$ cat src/rtl/fft_pkg.sv
// Shared FFT constants, sweep FSM state encoding and the complex word layout
// used between the FFT core, its result memory and the dump streamer.
package fft_pkg;
  localparam int FFT_ADDR_W   = 5;
  localparam int FFT_DATA_W   = 64;
  localparam int FFT_N_POINTS = 32;

  typedef enum logic [1:0] {
    ST_IDLE  = 2'd0,
    ST_READ  = 2'd1,
    ST_DRAIN = 2'd2
  } fft_state_e;

  typedef struct packed {
    logic signed [31:0] re;
    logic signed [31:0] im;
  } fft_word_t;
endpackage

$ cat src/rtl/fft_result_streamer_if.sv
// Valid/ready result stream carrying one FFT bin per beat with its index and
// an end-of-sweep marker.
interface fft_result_streamer_if #(
  parameter int ADDR_W = 5,
  parameter int DATA_W = 64
);
  logic [DATA_W-1:0] out_data;
  logic [ADDR_W-1:0] out_index;
  logic              out_valid;
  logic              out_ready;
  logic              out_last;

  modport master (output out_data, out_index, out_valid, out_last, input out_ready);
  modport slave  (input out_data, out_index, out_valid, out_last, output out_ready);
endinterface

$ cat src/rtl/stream_fifo2.sv
// Two-entry register FIFO; entry 0 is always the head so the outputs come
// straight from flops and stay stable under backpressure.
module stream_fifo2 #(
  parameter int W = 8
) (
  input  logic         clk,
  input  logic         rst_n,
  input  logic         push,
  input  logic [W-1:0] push_data,
  input  logic         pop,
  output logic [1:0]   count,
  output logic [W-1:0] head
);
  logic [W-1:0] e0_q, e0_d, e1_q, e1_d;
  logic [1:0]   count_q, count_d;
  logic         do_pop, do_push;

  always_comb begin
    e0_d    = e0_q;
    e1_d    = e1_q;
    count_d = count_q;
    do_pop  = pop && (count_q != 2'd0);
    // a push into a full FIFO without a pop is dropped; the caller's credit
    // scheme never lets that happen
    do_push = push && ((count_q != 2'd2) || do_pop);
    case ({do_push, do_pop})
      2'b10: begin
        if (count_q == 2'd0) e0_d = push_data;
        else                 e1_d = push_data;
        count_d = count_q + 2'd1;
      end
      2'b01: begin
        e0_d    = e1_q;
        count_d = count_q - 2'd1;
      end
      2'b11: begin
        if (count_q == 2'd1) e0_d = push_data;
        else begin
          e0_d = e1_q;
          e1_d = push_data;
        end
      end
      default: ;
    endcase
  end

  always_ff @(posedge clk or negedge rst_n) begin
    if (!rst_n) begin
      e0_q    <= '0;
      e1_q    <= '0;
      count_q <= '0;
    end else begin
      e0_q    <= e0_d;
      e1_q    <= e1_d;
      count_q <= count_d;
    end
  end

  assign count = count_q;
  assign head  = e0_q;
endmodule

$ cat src/rtl/fft_result_streamer.sv
// Sweeps the FFT result memory after a start request and streams every bin
// out with index/last. Define FFT_STREAM_BITREV_EN to read the memory in
// bit-reversed address order while still emitting bins in natural order.
module fft_result_streamer
  import fft_pkg::*;
#(
  parameter int ADDR_W   = FFT_ADDR_W,
  parameter int DATA_W   = FFT_DATA_W,
  parameter int N_POINTS = FFT_N_POINTS
) (
  input  logic                  clk,
  input  logic                  rst_n,
  input  logic                  start,
  output logic [ADDR_W-1:0]     mem_address,
  input  logic [DATA_W-1:0]     mem_data,
  fft_result_streamer_if.master out_s,
  output logic                  busy,
  output logic                  done
);
  localparam int CW = ADDR_W + 1;
  localparam int PW = DATA_W + ADDR_W + 1;
  localparam logic [CW-1:0] LAST_CNT = CW'(N_POINTS - 1);

  fft_state_e        state_q, state_d;
  logic [CW-1:0]     cnt_q, cnt_d;
  logic              inflight_q, inflight_d;
  logic [ADDR_W-1:0] infl_idx_q, infl_idx_d;
  logic              infl_last_q, infl_last_d;
  logic [ADDR_W-1:0] mem_address_q, mem_address_d;
  logic              busy_q, busy_d, done_q, done_d;

  logic [1:0]        fifo_count;
  logic [PW-1:0]     fifo_head;
  logic              pop, issue;
  logic [2:0]        occ;
  logic [ADDR_W-1:0] nxt_lin, nxt_addr;

  assign pop     = out_s.out_valid && out_s.out_ready;
  // buffered + in flight after this edge; keeping it under 2 rules out overflow
  assign occ     = {1'b0, fifo_count} + {2'b00, inflight_q} - {2'b00, pop};
  assign issue   = (state_q == ST_READ) && (occ < 3'd2);
  assign nxt_lin = cnt_q[ADDR_W-1:0] + {{(ADDR_W-1){1'b0}}, 1'b1};

`ifdef FFT_STREAM_BITREV_EN
  always_comb begin
    nxt_addr = '0;
    for (int b = 0; b < ADDR_W; b++) nxt_addr[b] = nxt_lin[ADDR_W-1-b];
  end
`else
  assign nxt_addr = nxt_lin;
`endif

  always_comb begin
    state_d       = state_q;
    cnt_d         = cnt_q;
    inflight_d    = issue;
    infl_idx_d    = cnt_q[ADDR_W-1:0];
    infl_last_d   = (cnt_q == LAST_CNT);
    mem_address_d = mem_address_q;
    done_d        = 1'b0;
    case (state_q)
      ST_IDLE: begin
        if (start) begin
          state_d       = ST_READ;
          cnt_d         = '0;
          mem_address_d = '0;
        end
      end
      ST_READ: begin
        // mem_address_q is the address presented this cycle; issuing commits it
        if (issue) begin
          cnt_d = cnt_q + CW'(1);
          if (cnt_q == LAST_CNT) state_d = ST_DRAIN;
          else                   mem_address_d = nxt_addr;
        end
      end
      ST_DRAIN: begin
        if (occ == 3'd0) begin
          state_d       = ST_IDLE;
          cnt_d         = '0;
          mem_address_d = '0;
          done_d        = 1'b1;
        end
      end
      default: state_d = ST_IDLE;
    endcase
    busy_d = (state_d != ST_IDLE);
  end

  always_ff @(posedge clk or negedge rst_n) begin
    if (!rst_n) begin
      state_q       <= ST_IDLE;
      cnt_q         <= '0;
      inflight_q    <= 1'b0;
      infl_idx_q    <= '0;
      infl_last_q   <= 1'b0;
      mem_address_q <= '0;
      busy_q        <= 1'b0;
      done_q        <= 1'b0;
    end else begin
      state_q       <= state_d;
      cnt_q         <= cnt_d;
      inflight_q    <= inflight_d;
      infl_idx_q    <= infl_idx_d;
      infl_last_q   <= infl_last_d;
      mem_address_q <= mem_address_d;
      busy_q        <= busy_d;
      done_q        <= done_d;
    end
  end

  stream_fifo2 #(.W(PW)) u_fifo (
    .clk       (clk),
    .rst_n     (rst_n),
    .push      (inflight_q),
    .push_data ({infl_last_q, infl_idx_q, mem_data}),
    .pop       (pop),
    .count     (fifo_count),
    .head      (fifo_head)
  );

  assign out_s.out_valid = (fifo_count != 2'd0);
  assign {out_s.out_last, out_s.out_index, out_s.out_data} = fifo_head;
  assign mem_address = mem_address_q;
  assign busy        = busy_q;
  assign done        = done_q;
endmodule

$ cat src/flat_wrapper.sv
// flat-port wrapper written by rule: the top's interface ports become plain ports
module fft_result_streamer_flat import fft_pkg::*;
#(
  parameter int ADDR_W   = FFT_ADDR_W,
  parameter int DATA_W   = FFT_DATA_W,
  parameter int N_POINTS = FFT_N_POINTS
)
  (clk, rst_n, start, mem_address, mem_data, busy, done, out_s_out_data, out_s_out_index, out_s_out_valid, out_s_out_last, out_s_out_ready);
  fft_result_streamer_if #(.ADDR_W(ADDR_W), .DATA_W(DATA_W)) out_s_i ();
  input  logic clk;
  input  logic rst_n;
  input  logic start;
  output logic [ADDR_W-1:0] mem_address;
  input  logic [DATA_W-1:0] mem_data;
  output logic busy;
  output logic done;
  output wire logic [$bits(out_s_i.out_data)-1:0] out_s_out_data;
  output wire logic [$bits(out_s_i.out_index)-1:0] out_s_out_index;
  output wire logic [$bits(out_s_i.out_valid)-1:0] out_s_out_valid;
  output wire logic [$bits(out_s_i.out_last)-1:0] out_s_out_last;
  input wire logic [$bits(out_s_i.out_ready)-1:0] out_s_out_ready;
  assign out_s_out_data = out_s_i.out_data;
  assign out_s_out_index = out_s_i.out_index;
  assign out_s_out_valid = out_s_i.out_valid;
  assign out_s_out_last = out_s_i.out_last;
  assign out_s_i.out_ready = out_s_out_ready;
  fft_result_streamer #(.ADDR_W(ADDR_W), .DATA_W(DATA_W), .N_POINTS(N_POINTS)) u_core (.clk(clk), .rst_n(rst_n), .start(start), .mem_address(mem_address), .mem_data(mem_data), .out_s(out_s_i), .busy(busy), .done(done));
endmodule
$ cat config.mk
export PLATFORM = sky130hd
export DESIGN_NAME = fft_result_streamer_flat
export DESIGN_NICKNAME = d
export VERILOG_FILES = /design/src/rtl/fft_pkg.sv /design/src/rtl/fft_result_streamer_if.sv /design/src/rtl/stream_fifo2.sv /design/src/rtl/fft_result_streamer.sv /design/src/flat_wrapper.sv
export SDC_FILE = /design/constraint.sdc
export NUM_CORES = 1
export LEC_CHECK = 0
export ABC_AREA = 1
export CAP_MARGIN = 10
export CORE_UTILIZATION = 51
export CTS_CLUSTER_SIZE = 10
export DETAILED_ROUTE_END_ITERATION = 7
export HOLD_SLACK_MARGIN = 0.06
export PLACE_DENSITY = 0.79
export SYNTH_ARGS = -nofsm -noshare
export SYNTH_HDL_FRONTEND = slang
export SYNTH_SLANG_ARGS = --single-unit
export TNS_END_PERCENT = 30
$ cat constraint.sdc
create_clock -name clk -period 3.3 [get_ports clk]
set_input_delay 0.66 -clock clk [delete_from_list [all_inputs] [get_ports clk]]
set_output_delay 0.66 -clock clk [all_outputs]
set_load 0.05 [all_outputs]
**Run 1: clock routing**

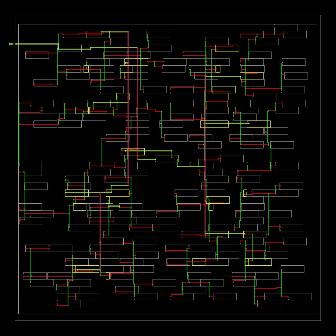
clk_lat worst skew: 420 ps
total clock sinks: 164

**Run 1: sequential cells grouped by signal name**

The bar under the picture is 20 um long. Other sequential cells in the stronger gray, the rest of the logic in the fainter gray.
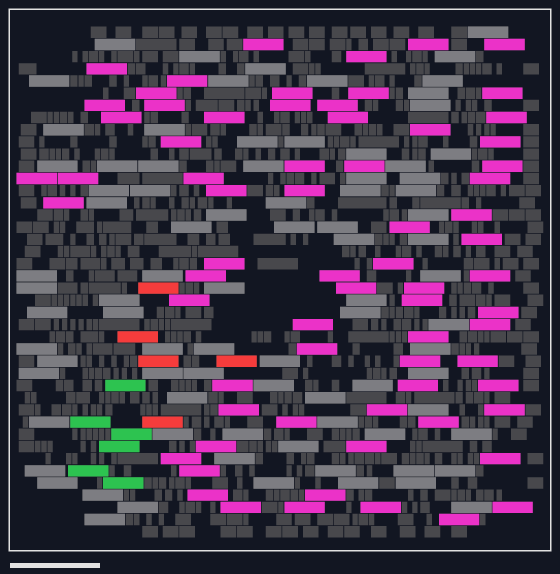
| netlist name | color | flops |
|---|---|---|
| u_core.infl_idx_q | red | 5 |
| u_core.u_fifo.head | magenta | 70 |
| u_core.cnt_q | green | 6 |
not colored: 83

**Run 1: wiring by layer**

Only two layers are drawn.
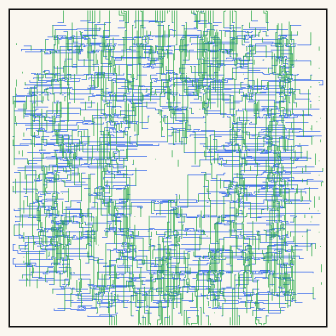
| layer | color | wire length |
|---|---|---|
| metal 2 | green | 7,520 um |
| metal 1 | blue | 7,430 um |

==> results.sh, run 1 <==
# physical design summary
export IMPL_outcome="completed"
export IMPL_synth_net_count=894
export IMPL_post_synth_cell_types=26
export IMPL_area_occupied_by_multi_input_gates_sq_um=2440
export IMPL_met2WireLength_um=7520
export IMPL_synthDominantAreaCellType="dfrtp_1"
export IMPL_detailed_placement_wirelength_estimate_um=10300
export IMPL_synth_yosys_chip_area_sq_um=7170
export IMPL_reg2reg_depth=17
export IMPL_report_final_slew_viol_count=0
export IMPL_synth_async_reset_ratio_pct=100
export IMPL_crit_end="u_core.mem_address[3]$_DFFE_PN0P_"
export IMPL_finish_net_count=1019
export IMPL_synthFlopType="dfrtp_1"
export IMPL_topCellsByArea="dfrtp_1 57%, nand2_1 9.7%, a31oi_1 6.1%"
export IMPL_powerDensity_nw_per_um2=1150
export IMPL_cp_cell_sequence="inv_1 -> ha_1 -> inv_2 -> nand2_4 -> inv_2 -> ha_1 -> inv_1 -> ha_1 -> inv_1 -> fa_1 -> inv_1 -> nor2_1 -> nand2_1 -> nand2_1 -> nand3_1 -> nand2_1 -> nand2_1"
export IMPL_worst_slew_pin_transition_ps=831
export IMPL_synth_simple_gate_area_share_pct=20.8
export IMPL_power_clock_mw=1.87
export IMPL_timing_hold_ws_ps=286
export IMPL_die_height_um=121
export IMPL_place_congestion=0.867
export IMPL_global_route_usage_met3_pct=4.86
export IMPL_yosysWarningCount=0
export IMPL_power_switching_fraction_pct=45.3
export IMPL_post_cts_resized=0
export IMPL_tool_warnings=28
export IMPL_chip_area_sq_um=14500
export IMPL_worst_path_arrival_ps=3140
export IMPL_flop_area_sq_um=4100
export IMPL_vias_per_cell=5.20
export IMPL_total_leakage_power_nw=4.37
export IMPL_drtPass1Iterations=4
export IMPL_seqPwrFrac_pct=32.9
export IMPL_num_rows=42
export IMPL_critPathBufInv=6
export IMPL_detail_route_wirelength_um=16100
export IMPL_ctsRootBufferMaster="clkbuf_16"
export IMPL_floorplan_initialDensity_pct=53.3
export IMPL_ys_sh_xor_pct=0.244
export IMPL_enable_flop_cells=0
export IMPL_route_top_layer_used="met4"
export IMPL_cts_buffers=17
export IMPL_endpoint_kind="flip-flop"
export IMPL_synth_seq_area_share_pct=57.2
export IMPL_remaining_overflow_grt=0
export IMPL_nFillCells=1088
export IMPL_synth_yosys_num_cells=819
export IMPL_synthAdderAreaFrac_pct=1.33
export IMPL_fp_coreArea_sq_um=13500
export IMPL_yosys_top_cells_count="185 x nand2_1, 164 x dfrtp_1, 90 x inv_1, 79 x nand3_1, 77 x nor2_1"
export IMPL_setup_violations=0
export IMPL_main_power_group="combinational logic"
export IMPL_max_vdd_drop_mv=0.787
export IMPL_cts_tree="yes"
export IMPL_max_cap_violations=0
export IMPL_globalRouteMet2Util_pct=37.0
export IMPL_cts_hold_repair_buffers=0
export IMPL_worst_setup_path_startpoint="u_core.u_fifo.count[1]$_DFFE_PN0P_"
export IMPL_most_common_cell="nand2_1"
export IMPL_period_minus_slack_ps=2840
export IMPL_worstSetupPathDepth=17
export IMPL_regToRegStartpoint="u_core.u_fifo.count[1]$_DFFE_PN0P_"
export IMPL_grt_usage_pct=23.7
export IMPL_layout_area_overhead_vs_synth_pct=29.3
export IMPL_detail_route_wirelength_met1_um=7430
export IMPL_drc=0
export IMPL_grt_start_max_net_pins=86
export IMPL_buffer_ports_inserted=145
export IMPL_layout_drive_gt1_share_pct=5.44
export IMPL_mostFrequentLayoutCell="nand2_1"
export IMPL_antenna_cells=0
export IMPL_critPathTopFamily="adder cells"
export IMPL_r2r_setup_slack_ps=460
export IMPL_final_period_utilization_pct=86.0
export IMPL_yosysTopAreaCellShare_pct=57.2
export IMPL_postRouteAntennaNets=0
export IMPL_grt_pass1_wl_um=26800
export IMPL_drt_wirelength_per_cell_um=14.2
export IMPL_postCtsSetupBuffers=0
export IMPL_ios=146
export IMPL_initialDrtViolationCount=474
export IMPL_critPathMaxFanout=7
export IMPL_grt_pass1_vias=5571
export IMPL_antenna_found_initial=0
export IMPL_crit_type="flip-flop to flip-flop"
export IMPL_cts_max_level=4
export IMPL_critical_path_slowest_cell="fa_1"
export IMPL_grt_most_used_layer="met2"
export IMPL_worst_setup_hold_path_clk_slew_ps=60
export IMPL_layout_top_cells="184 x nand2_1, 164 x dfrtp_1, 144 x clkdlybuf4s50_1"
export IMPL_maxSlewHeadroom_pct=44.6
export IMPL_grt_use_met1_pct=32.3
export IMPL_rsz0062_at_grt="no"
export IMPL_ys_ff=164
export IMPL_element_type_at_the_critical_path_start="flip-flop"
export IMPL_pwr_group_combinational_mw=5.29
export IMPL_mux_share_of_post_synthesis_cell_area_pct=0
export IMPL_fp_dieW_um=121
export IMPL_mappedNetlistArea_sq_um=7170
export IMPL_cpPeakStageDelay_ps=510
export IMPL_power_report_internal_total_mw=5.85
export IMPL_power_share_combinational_pct=49.6
export IMPL_path_category_of_the_worst_min_delay_check="input port to async pin"
export IMPL_p_seq_mw=3.52
export IMPL_final_hold_viol_count=0
export IMPL_via_count=5883
export IMPL_clock_fmax_ghz=0.353
export IMPL_met3RoutedLength_um=733
export IMPL_timing_clock_skew_ps=5.24
export IMPL_power_net_switching_mw=4.83
export IMPL_syn_inst=819
export IMPL_cts_path_max_buffers=2
export IMPL_ys_sh_aoi_pct=11.5
export IMPL_synth_area_per_cell_sq_um=8.76
export IMPL_cp_required_ps=3600
export IMPL_main_logic_family="simple AND/OR/NAND/NOR gates"
export IMPL_clockPowerShare_pct=17.5
export IMPL_setup_tns_ps=0
export IMPL_r2r_path_end="u_core.mem_address[3]$_DFFE_PN0P_"
[run 1: metrics by stage]
step | total power [mW] | instances | instance area [sq um] | setup WS (ps) | util, %
after floorplan | 7.23 | 819 | 7170 | 202 | -
final | 10.7 | 1132 | 9270 | 464 | 68.9
after detailed placement | 8.86 | 1101 | 8710 | 135 | 64.8
after global routing | 11.4 | 1132 | 9270 | 214 | 68.9
after global placement | 8.72 | 1101 | 8710 | 215 | 64.8
after CTS | 10.7 | 1132 | 9270 | 448 | 68.9
[run 1: layout make-up]
type | instances | area share, %
Inverter | 92 | 3.73
Timing Repair Buffer | 158 | 17.3
Clock inverter | 4 | 0.486
Clock buffer | 27 | 5.53
Multi-Input combinational cell | 511 | 26.3
Sequential cell | 164 | 44.3
Tap cell | 176 | 2.38
**Run 1: zoomed window**

Region (10, 70) to (50, 110) um. Cells in gray, sequential cells in the stronger gray; small squares are vias.
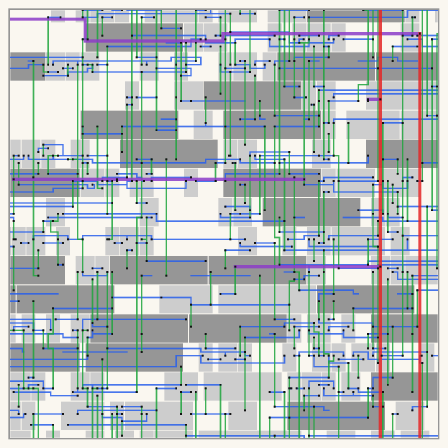

==> run 1 -> run 2 <==
==> constraint.sdc (replaced) <==
create_clock -name clk -period 2.8 [get_ports clk]
set_input_delay 0.56 -clock clk [delete_from_list [all_inputs] [get_ports clk]]
set_output_delay 0.56 -clock clk [all_outputs]
set_load 0.05 [all_outputs]
**Run 2: zoomed window**

Region (10, 70) to (50, 110) um. Cells in gray, sequential cells in the stronger gray; small squares are vias.
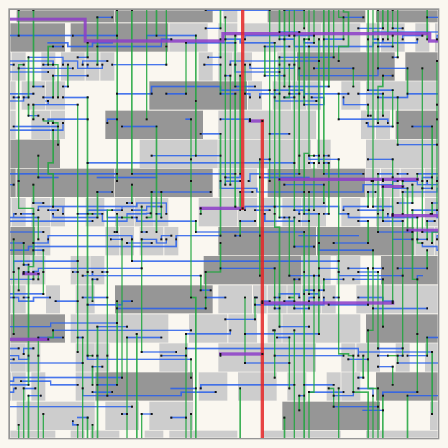
| layer | color |
|---|---|
| metal 1 | blue |
| metal 3 | purple |
| metal 2 | green |
| metal 4 | red |
netlist names of flops here include: u_core.u_fifo.e1_q (13), u_core.u_fifo.head (6)
sequential cells in the window: 19
cells with their middle in the window: 124
most frequent: nand2_1 (24), dfrtp_1 (19), inv_1 (13)

**Run 2: I/O nets highlighted**

The bar under the picture is 20 um long.
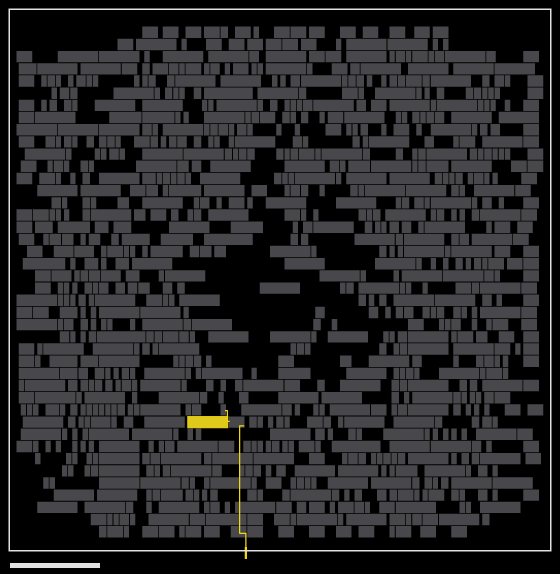
| port | color | bits | direction | end cells | buffers | wire |
|---|---|---|---|---|---|---|
| out_s_out_last | yellow | 1 | output | 1 | 1 | 33.0 um |

**Run 2: wiring by layer**

Only two layers are drawn.
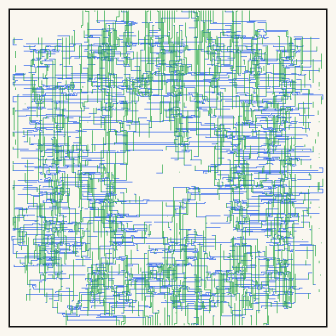
Total Wirelength: 16,700 um
mean routed wirelength per cell: 14.7 um
Tot GR Track Use: 24.3%
total via count in the routed design: 6,042

==> results.sh, run 2 <==
# physical design summary
export IMPL_largestClassByArea="registers"
export IMPL_synth_yosys_num_cells=819
export IMPL_met2WireLength_um=7950
export IMPL_seqPwrFrac_pct=31.6
export IMPL_remaining_overflow_grt=0
export IMPL_max_vdd_drop_mv=0.979
export IMPL_finish_utilization_pct=70.5
export IMPL_tap_cells=176
export IMPL_post_place_cells=1105
export IMPL_grt_most_used_layer="met2"
export IMPL_antenna_cells=0
export IMPL_cpPeakStageDelay_ps=500
export IMPL_power_net_switching_mw=5.82
export IMPL_inverters=92
export IMPL_ios=146
export IMPL_syn_inst=819
export IMPL_global_route_usage_met3_pct=5.24
export IMPL_grt_pass1_wl_um=27700
export IMPL_globalRouteMet2Util_pct=38.9
export IMPL_nFillCells=1023
export IMPL_post_route_worst_setup_slack_ps=191
export IMPL_p_seq_mw=4.14
export IMPL_worst_setup_hold_path_clk_slew_ps=60
export IMPL_cts_max_level=4
export IMPL_max_cap_violations=0
export IMPL_floorplan_initialDensity_pct=53.3
export IMPL_antenna_found_initial=0
export IMPL_num_rows=42
export IMPL_outcome="completed"
export IMPL_cts_hold_repair_buffers=1
export IMPL_total_leakage_power_nw=4.46
export IMPL_ctsRootBufferMaster="clkbuf_16"
export IMPL_placement_cell_area_sq_um=8810
export IMPL_yosysTopAreaCellShare_pct=57.2
export IMPL_yosysWarningCount=0
export IMPL_cp_cell_sequence="inv_2 -> ha_4 -> inv_6 -> nand2_4 -> inv_2 -> ha_1 -> inv_1 -> ha_1 -> inv_1 -> fa_1 -> inv_1 -> nor2_1 -> nand2_1 -> nand2_4 -> nand2_4 -> inv_2 -> nand2_1 -> nand2_1"
export IMPL_tool_warnings=28
export IMPL_timing_clock_skew_ps=7.71
export IMPL_period_minus_slack_ps=2610
export IMPL_powerDensity_nw_per_um2=1380
export IMPL_synthDominantAreaCellType="dfrtp_1"
export IMPL_clock_fmax_ghz=0.383
export IMPL_setup_violations=0
export IMPL_final_hold_viol_count=0
export IMPL_grt_start_max_net_pins=83
export IMPL_worst_skew_pair_late_latency_ps=430
export IMPL_cts_tree="yes"
export IMPL_critical_path_slowest_cell="fa_1"
export IMPL_die_height_um=121
export IMPL_synth_net_count=894
export IMPL_main_logic_family="simple AND/OR/NAND/NOR gates"
export IMPL_drtPass1Iterations=5
export IMPL_critPathBufInv=7
export IMPL_final_period_utilization_pct=93.2
export IMPL_worst_path_arrival_ps=2970
export IMPL_maxSlewHeadroom_pct=44.0
export IMPL_mostFrequentLayoutCell="nand2_1"
export IMPL_initialDrtViolationCount=411
export IMPL_flop_area_sq_um=4110
export IMPL_preCtsSetupSlack_ps=-125
export IMPL_comb_cells=511
export IMPL_timing_hold_ws_ps=457
export IMPL_layout_top_cells="182 x nand2_1, 163 x dfrtp_1, 144 x clkdlybuf4s50_1"
export IMPL_cts_buffers=17
export IMPL_ys_sh_aoi_pct=11.5
export IMPL_drc=0
export IMPL_layout_drive_gt1_share_pct=7.17
export IMPL_worst_slew_pin_transition_ps=840
export IMPL_synth_simple_gate_area_share_pct=20.8
export IMPL_cp_required_ps=3160
export IMPL_seq_area_share_pct=43.3
export IMPL_ys_ff=164
export IMPL_final_cell_count_no_fill=1138
export IMPL_comb_cell_share_pct=26.2
export IMPL_setup_tns_ps=0
export IMPL_detailed_placement_wirelength_estimate_um=10500
export IMPL_synth_async_reset_ratio_pct=100
export IMPL_fp_coreArea_sq_um=13500
export IMPL_met3RoutedLength_um=811
export IMPL_synthAdderAreaFrac_pct=1.33
export IMPL_synth_area_per_cell_sq_um=8.76
export IMPL_layout_area_overhead_vs_synth_pct=32.2
export IMPL_design_area_sq_um=9480
export IMPL_critPathMaxFanout=8
==> run 2: worst paths after layout <==
path                                                     from                                 end  slack, ps  cells past startpoint
min                               u_core.cnt_q[3]$_DFFE_PN0P_      u_core.infl_idx_q[3]$_DFF_PN0_        460                      0
min reg2reg                       u_core.cnt_q[3]$_DFFE_PN0P_      u_core.infl_idx_q[3]$_DFF_PN0_        460                      0
max                        u_core.u_fifo.count[1]$_DFFE_PN0P_   u_core.mem_address[2]$_DFFE_PN0P_        190                     18
max in group asynchronous                               rst_n  u_core.u_fifo.e1_q[27]$_DFFE_PN0P_       1690                      3
max reg2reg                u_core.u_fifo.count[1]$_DFFE_PN0P_   u_core.mem_address[2]$_DFFE_PN0P_        190                     18
min in group asynchronous                               rst_n  u_core.u_fifo.e1_q[58]$_DFFE_PN0P_        490                      2
**Run 2: sequential cells grouped by signal name**

The bar under the picture is 20 um long. Other sequential cells in the stronger gray, the rest of the logic in the fainter gray.
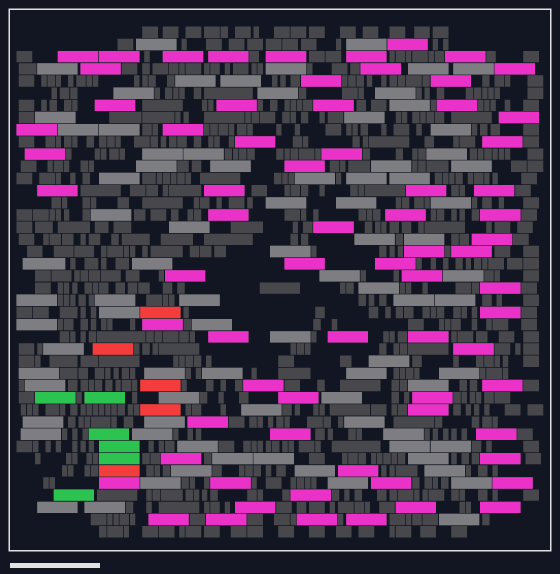

==> run 2 -> run 3 <==
--- a/config.mk
+++ b/config.mk
@@ -10,6 +10,7 @@
 export CORE_UTILIZATION = 51
 export CTS_CLUSTER_SIZE = 10
 export DETAILED_ROUTE_END_ITERATION = 7
+export GPL_TIMING_DRIVEN = 0
 export HOLD_SLACK_MARGIN = 0.06
 export PLACE_DENSITY = 0.79
 export SYNTH_ARGS = -nofsm -noshare
**Run 3: sequential cells grouped by signal name**

The bar under the picture is 20 um long. Other sequential cells in the stronger gray, the rest of the logic in the fainter gray.
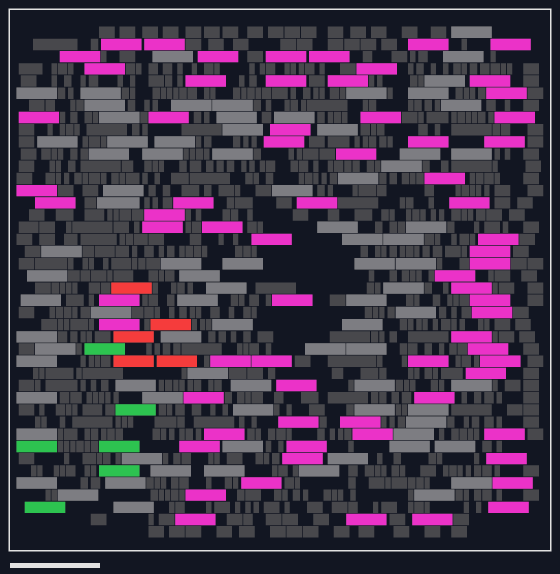
| netlist name | color | flops | where |
|---|---|---|---|
| u_core.infl_idx_q | red | 5 | left middle |
| u_core.cnt_q | green | 6 | bottom left |
| u_core.u_fifo.head | magenta | 70 | widely spread |
not colored: 83

**Run 3: zoomed window**

Region (10, 70) to (50, 110) um. Cells in gray, sequential cells in the stronger gray; small squares are vias.
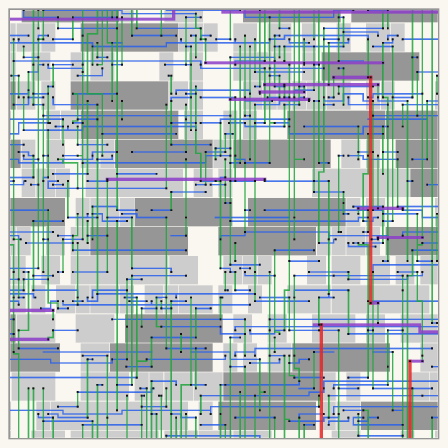
| layer | color |
|---|---|
| metal 4 | red |
| metal 2 | green |
| metal 3 | purple |
| metal 1 | blue |
most frequent: nand2_1 (23), dfrtp_1 (20), inv_1 (13)
netlist names of flops here include: u_core.u_fifo.e1_q (12), u_core.u_fifo.head (8)
sequential cells in the window: 21
cells with their middle in the window: 134

**Run 3: I/O nets highlighted**

The bar under the picture is 20 um long.
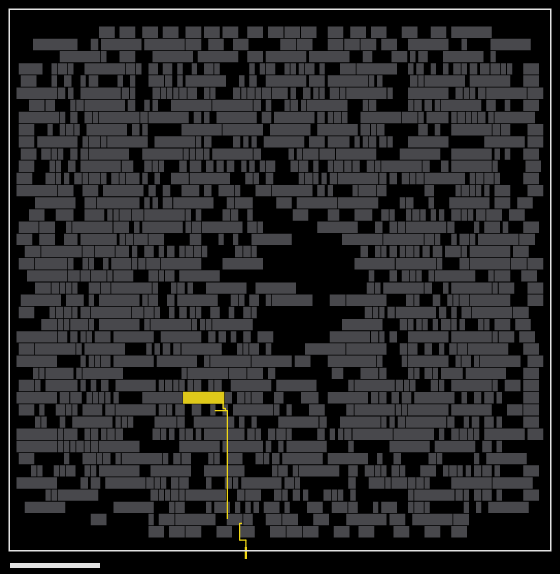
| port | color | bits | direction | end cells | buffers | wire |
|---|---|---|---|---|---|---|
| out_s_out_last | yellow | 1 | output | 1 | 1 | 36.9 um |

==> results.sh, run 3 <==
# physical design summary
export IMPL_outcome="completed"
export IMPL_reg2reg_depth=18
export IMPL_mux_share_of_post_synthesis_cell_area_pct=0
export IMPL_period_minus_slack_ps=2680
export IMPL_remaining_overflow_grt=0
export IMPL_r2r_path_end="u_core.cnt_q[4]$_DFFE_PN0P_"
export IMPL_cp_required_ps=3160
export IMPL_synth_simple_gate_area_share_pct=20.8
export IMPL_post_synth_cell_types=26
export IMPL_fp_coreArea_sq_um=13500
export IMPL_preCtsSetupSlack_ps=-597
export IMPL_cts_buffers=17
export IMPL_worst_skew_pair_late_latency_ps=420
export IMPL_cts_max_level=4
export IMPL_power_share_combinational_pct=52.0
export IMPL_ys_sh_xor_pct=0.244
export IMPL_enable_flop_cells=0
export IMPL_yosys_top_cells_count="185 x nand2_1, 164 x dfrtp_1, 90 x inv_1, 79 x nand3_1, 77 x nor2_1"
export IMPL_r2r_setup_slack_ps=120
export IMPL_setup_violations=0
export IMPL_grt_pass1_wl_um=30100
export IMPL_crit_end="u_core.cnt_q[4]$_DFFE_PN0P_"
export IMPL_buffer_ports_inserted=145
export IMPL_cts_hold_repair_buffers=0
export IMPL_synth_seq_area_share_pct=57.2
export IMPL_placement_cell_area_sq_um=8910
export IMPL_postRouteAntennaNets=0
export IMPL_drt_wirelength_per_cell_um=15.5
export IMPL_worst_setup_hold_path_clk_slew_ps=60
export IMPL_endpoint_kind="flip-flop"
export IMPL_detail_route_wirelength_um=18400
export IMPL_critical_path_slowest_cell="fa_2"
export IMPL_design_area_sq_um=9610
export IMPL_detailed_placement_wirelength_estimate_um=12000
export IMPL_die_height_um=121
export IMPL_synthFlopType="dfrtp_1"
export IMPL_main_logic_family="simple AND/OR/NAND/NOR gates"
export IMPL_power_report_internal_total_mw=7.19
export IMPL_synth_area_per_cell_sq_um=8.76
export IMPL_via_count=6284
export IMPL_cts_path_max_buffers=2
export IMPL_ios=146
export IMPL_post_route_worst_setup_slack_ps=117
export IMPL_layout_top_cells="181 x nand2_1, 163 x dfrtp_1, 143 x clkdlybuf4s50_1"
export IMPL_cpPeakStageDelay_ps=530
export IMPL_topCellsByArea="dfrtp_1 57%, nand2_1 9.7%, a31oi_1 6.1%"
export IMPL_grt_pass1_vias=6224
export IMPL_post_cts_resized=13
export IMPL_maxSlewHeadroom_pct=58.8
export IMPL_final_hold_viol_count=0
export IMPL_tool_warnings=28
export IMPL_critPathMaxFanout=12
export IMPL_num_rows=42
export IMPL_synthDominantAreaCellType="dfrtp_1"
export IMPL_layout_area_overhead_vs_synth_pct=34.0
export IMPL_power_net_switching_mw=6.06
export IMPL_max_vdd_drop_mv=0.868
export IMPL_ctsRootBufferMaster="clkbuf_16"
export IMPL_synth_async_reset_ratio_pct=100
export IMPL_path_category_of_the_worst_min_delay_check="input port to async pin"
export IMPL_mostFrequentLayoutCell="nand2_1"
export IMPL_postCtsSetupBuffers=7
export IMPL_max_cap_violations=0
export IMPL_worst_setup_path_startpoint="u_core.u_fifo.count[1]$_DFFE_PN0P_"
export IMPL_synth_net_count=894
export IMPL_power_switching_fraction_pct=45.8
export IMPL_chip_area_sq_um=14500
export IMPL_layout_drive_gt1_share_pct=9.94
export IMPL_post_place_cells=1141
export IMPL_drtPass1Iterations=4
export IMPL_antenna_cells=0
export IMPL_setup_tns_ps=0
export IMPL_critPathBufInv=7
export IMPL_element_type_at_the_critical_path_start="flip-flop"
export IMPL_seqPwrFrac_pct=31.2
export IMPL_regToRegStartpoint="u_core.u_fifo.count[1]$_DFFE_PN0P_"
export IMPL_critPathTopFamily="adder cells"
export IMPL_final_period_utilization_pct=95.8
export IMPL_clock_fmax_ghz=0.373
export IMPL_cts_num_sinks=164
export IMPL_finish_net_count=1068
export IMPL_synthAdderAreaFrac_pct=1.33
export IMPL_worst_path_arrival_ps=3040
export IMPL_main_power_group="combinational logic"
export IMPL_vias_per_cell=5.32
export IMPL_powerDensity_nw_per_um2=1380
export IMPL_post_layout_total_power_mw=13.3
export IMPL_pwr_group_combinational_mw=6.89
export IMPL_grt_usage_pct=26.5
export IMPL_cp_cell_sequence="inv_2 -> ha_4 -> inv_6 -> nand2_8 -> inv_6 -> ha_1 -> inv_1 -> ha_1 -> inv_1 -> fa_2 -> inv_1 -> nor2_2 -> nand2_2 -> nand2_4 -> nand2_8 -> inv_6 -> nand2_1 -> nand2_1"
export IMPL_ys_sh_aoi_pct=11.5
export IMPL_yosysWarningCount=0
-- run 3: cell types whose count changed in the layout (fill, tap and decap cells not counted), sizes merged, moves of 3 or more --
cell / change
bufinv: -3
clkbuf: +18
buf: +28
clkinvlp: +3
-- run 3: area by class of cell --
cell class | instances | area (sq um)
Tap cell | 176 | 220
Timing Repair Buffer | 157 | 1570
Clock inverter | 8 | 75.1
Buffer | 50 | 284
Inverter | 92 | 360
Sequential cell | 164 | 4110
Fill cell | 1069 | 3840
Multi-Input combinational cell | 511 | 2500
Clock buffer | 24 | 492
-- run 3: layer usage --
layer,vias up,GRT usage (%),share of wire (%)
met1,3026,34.8,44
met4,0,11.2,2.7
met5,-,0,0
met2,202,43.1,48
li1,3020,-,-
met3,36,5.19,5.1
Power is estimated from default activity; no workload was simulated.
